### config.mk
export PLATFORM = sky130hd
export DESIGN_NAME = serial_negate_32b
export DESIGN_NICKNAME = d
export VERILOG_FILES = /design/src/rtl/serial_negate_32b_pkg.sv /design/src/rtl/serial_negate_32b_neg_bit_cell.sv /design/src/rtl/serial_negate_32b.sv
export SDC_FILE = /design/constraint.sdc
export NUM_CORES = 1
export LEC_CHECK = 0
export CELL_PAD_IN_SITES_DETAIL_PLACEMENT = 1
export CELL_PAD_IN_SITES_GLOBAL_PLACEMENT = 1
export CORE_MARGIN = 2
export CORE_UTILIZATION = 42
export CTS_BUF_LIST = sky130_fd_sc_hd__clkbuf_8
export DETAILED_ROUTE_END_ITERATION = 7
export PLACE_DENSITY_LB_ADDON = 0.1
export SYNTH_ARGS = -nofsm -noshare
export SYNTH_HDL_FRONTEND = slang
export SYNTH_SLANG_ARGS = --single-unit
### constraint.sdc
create_clock -name clk -period 3.6 [get_ports clk]
set_input_delay 1.08 -clock clk [delete_from_list [all_inputs] [get_ports clk]]
set_output_delay 1.08 -clock clk [all_outputs]
set_load 0.005 [all_outputs]
### src/rtl/serial_negate_32b_pkg.sv
// Shared types and constants for the bit-serial one's/two's complement negator.
package serial_negate_32b_pkg;

  typedef enum logic [1:0] {
    IDLE  = 2'd0,
    SHIFT = 2'd1,
    DONE  = 2'd2
  } state_t;

  localparam int DEFAULT_WIDTH = 32;

  localparam logic MODE_FLIP = 1'b0;
  localparam logic MODE_NEG  = 1'b1;

endpackage

### src/rtl/serial_negate_32b_neg_bit_cell.sv
// One-bit negation cell: flips every bit in flip mode; in negate mode copies
// bits up to and including the first 1, then flips the remainder.
module neg_bit_cell
  import serial_negate_32b_pkg::*;
(
  input  logic bit_in,
  input  logic mode,
  input  logic seen_one,
  output logic res_bit,
  output logic seen_one_next
);

  always_comb begin
    res_bit       = ~bit_in;
    seen_one_next = seen_one;
    if (mode == MODE_NEG) begin
      res_bit       = seen_one ? ~bit_in : bit_in;
      seen_one_next = seen_one | bit_in;
    end
  end

endmodule

### src/rtl/serial_negate_32b.sv
// Bit-serial negator, one result bit per clock, LSB first.
// Define SERIAL_NEGATE_OVF_EN to add the ovf port flagging negation of the most negative value.
module serial_negate_32b
  import serial_negate_32b_pkg::*;
#(
  parameter int WIDTH = DEFAULT_WIDTH
) (
  input  logic             clk,
  input  logic             rst_n,
  input  logic             in_valid,
  output logic             in_ready,
  input  logic [WIDTH-1:0] in_number,
  input  logic             mode,
  output logic             out_valid,
  input  logic             out_ready,
  output logic [WIDTH-1:0] out_number,
  output logic             busy
`ifdef SERIAL_NEGATE_OVF_EN
  ,
  output logic             ovf
`endif
);

  localparam int            CW   = $clog2(WIDTH);
  localparam logic [CW-1:0] LAST = CW'(WIDTH - 1);

  state_t           state_q, state_d;
  logic [CW-1:0]    cnt_q, cnt_d;
  logic             seen_one_q, seen_one_d;
  logic             mode_q, mode_d;
  logic [WIDTH-1:0] operand_q, operand_d;
  logic [WIDTH-1:0] result_q, result_d;
  logic             cell_res, cell_seen;

  neg_bit_cell u_cell (
    .bit_in        (operand_q[cnt_q]),
    .mode          (mode_q),
    .seen_one      (seen_one_q),
    .res_bit       (cell_res),
    .seen_one_next (cell_seen)
  );

  always_comb begin
    state_d    = state_q;
    cnt_d      = cnt_q;
    seen_one_d = seen_one_q;
    mode_d     = mode_q;
    operand_d  = operand_q;
    result_d   = result_q;
    case (state_q)
      IDLE: begin
        if (in_valid) begin
          operand_d  = in_number;
          mode_d     = mode;
          cnt_d      = '0;
          seen_one_d = 1'b0;
          result_d   = '0;
          state_d    = SHIFT;
        end
      end
      SHIFT: begin
        result_d[cnt_q] = cell_res;
        seen_one_d      = cell_seen;
        cnt_d           = cnt_q + CW'(1);
        if (cnt_q == LAST) begin
          cnt_d   = '0;
          state_d = DONE;
        end
      end
      DONE: begin
        if (out_ready) begin
          state_d = IDLE;
        end
      end
      default: state_d = IDLE;
    endcase
  end

  always_ff @(posedge clk or negedge rst_n) begin
    if (!rst_n) begin
      state_q    <= IDLE;
      cnt_q      <= '0;
      seen_one_q <= 1'b0;
      mode_q     <= MODE_FLIP;
      operand_q  <= '0;
      result_q   <= '0;
    end else begin
      state_q    <= state_d;
      cnt_q      <= cnt_d;
      seen_one_q <= seen_one_d;
      mode_q     <= mode_d;
      operand_q  <= operand_d;
      result_q   <= result_d;
    end
  end

  // The partially built result is masked so only a finished value is ever visible.
  assign in_ready   = (state_q == IDLE);
  assign busy       = (state_q == SHIFT);
  assign out_valid  = (state_q == DONE);
  assign out_number = (state_q == DONE) ? result_q : '0;

`ifdef SERIAL_NEGATE_OVF_EN
  assign ovf = (state_q == DONE) && (mode_q == MODE_NEG) &&
               (operand_q == {1'b1, {(WIDTH-1){1'b0}}});
`endif

endmodule

Fig. 1: clock wires, drivers and flops
(3 px per µm)
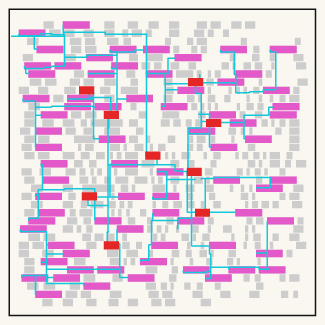
Cyan stands for clock wires, length 1010 µm. Red stands for cells driving clock nets, count 9. Magenta stands for flip-flops, count 73.
Position of the flops: spread over the die.

Fig. 2: floorplan with the power grid
(4 px per µm) Pins as bars on the die edge.
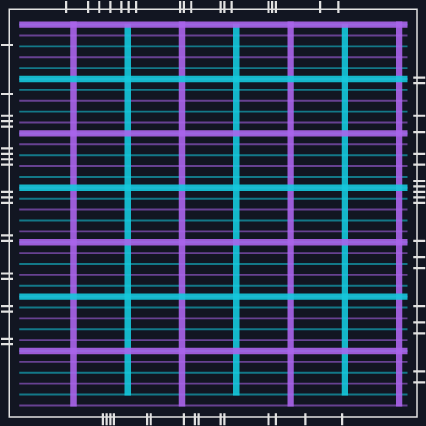
Cyan stands for VDD. Purple stands for VSS.
7 straps on met5. 36 met1 rails follow the rows. 72 signal pins sit on the boundary.

Fig. 3: clock routing
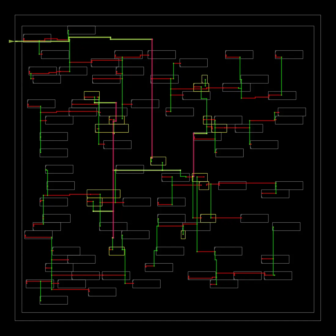
clock sinks: 73
clock buf count: 9

Fig. 4: gate families picked out
(3 px per µm)
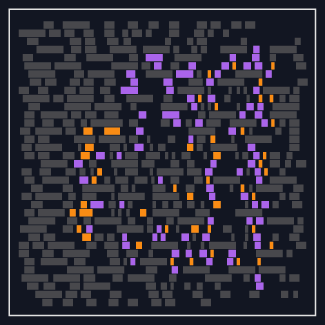
Purple stands for inverting AOI/OAI gates, cells 78. Orange stands for NOR gates, cells 45.

==> impl_metrics.toml <==
# yosys + openroad results
[status]
status = "complete, no violations"

[grt]
grt_util_met2 = 0.366
grt_use_met1 = 0.256
antenna_found_initial = 0
grt_overflow = 0
top_usage_layer = "met2"
grtUsageTotal = 0.207

[synthesis]
yosys_warnings = 0
ys_cells = 391
ys_async_sr_fraction = 1.00
syn_inst = 391
netlist-cell-type-count = 38
ff_type = "dfrtp_1"
avgSynthCellArea_um2 = 10.2

[layout]
largestClassByArea = "logic gates"
flops = 73
syn2layout_area_growth_pct = 25.6
nonClkBufAreaFrac = 0.161
layout.cells.most_common_list = "dfrtp_1, clkdlybuf4s50_1, nand2_1"
logic_gates = 278
clk_share = 0.0416
nets = 493
num-fill-cells = 1033
register_area_mm2 = 0.00183

[timing]
finalSetupTns_ps = 0
fmax_mhz = 320
rsz0062_at_grt = "no"
drv_slew = 0
slew_headroom = 0.355
period_used_share = 0.868
hold_violations = 0

[worst_hold_path]
holdPathEnd = "result_q[1]"
hp-start = "result_q[1]"
whs_path_depth = 2
min_path_type = "reg -> reg"

[power]
power.share.clock = 0.181
seq_power_mw = 1.45
comb_power_mw = 1.72
power_clock_mw = 0.702
p_switching_mw = 1.63
p_per_area_mw_per_mm2 = 772
power.leakage_nw = 2.07
power_frac_comb = 0.443

[critical_path]
worstPathRequired_ps = 2520
critPathKind = "reg -> out"
r2r-end = "result_q[30]"
cpMaxStageDelayCell = "clkdlybuf4s50_1"
r2r-start = "cnt_q[1]"
reg2reg_depth = 12
crit_family = "buffers and inverters"

[routing]
drc_errors = 0
first_pass_iters = 4
met3WireLength_um = 292
wl_met2_mm = 5.24

[clocking]
cts_setup_buffers = 0
htree_num_levels = 3
clk_pin_slew_ps = 90

[die]
initCoreUtil = 0.433
chipWidth_um = 102
io_pins = 72

[place]
dp.cells = 568
hpwlAfterDp_mm = 6.79
==> worst reg2reg max path, stage by stage, from the launching register on <==
cell and delay (ps):
dfrtp_1 710, buf_4 260, mux2i_1 230, o32ai_1 130, nor4b_2 330, o22ai_2 140, inv_1 80, ha_1 220
nand2_1 70, buf_4 350, nor2_1 110, a31oi_1 200, o31ai_1 100
==> logic make-up (layout without fill, tap and decap cells) <==
group,after synthesis,in the layout,synth area share
AND/OR/NAND/NOR,136,136,0.182
AND-OR/OR-AND,87,87,0.165
multiplexers,49,49,0.133
adder cells (fa/ha/maj),6,6,0.0188
buffers and inverters,40,103,0.0444
flip-flops,73,73,0.457
==> synthesized netlist by cell type (all sizes together) (2+ instances only) <==
cell type / instances
dfrtp: 73
nand2: 39
mux2: 33
and2: 32
nor2: 26
o31ai: 25
a31oi: 24
clkbuf: 20
mux2i: 16
buf: 15
o211ai: 8
o21ai: 8
o31a: 8
o41ai: 7
ha: 6
and3b: 5
inv: 5
nor4b: 5
nand3b: 4
nor3: 4
nor4: 4
nand2b: 3
nor2b: 3
nor3b: 3
o32ai: 3
or3: 3
and3: 2
nand3: 2
o22ai: 2
==> sequential cells by signal, summed over array words and instances, names as in the netlist <==
signal      count
state_q         2
operand_q      32
mode_q          1
seen_one_q      1
result_q       32
cnt_q           5
==> per-stage QoR <==
| step | utilization | setup WS [ps] | instance area (µm²) | hold slack [ps] |
|---|---|---|---|---|
| CTS | 0.543 | 431 | 5020 | 511 |
| detailed placement | 0.521 | 636 | 4810 | 493 |
| global placement | 0.521 | 730 | 4810 | 480 |
| global route | 0.543 | 279 | 5020 | 524 |
| floorplan | - | 909 | 4000 | 461 |
| finish | 0.543 | 473 | 5020 | 507 |
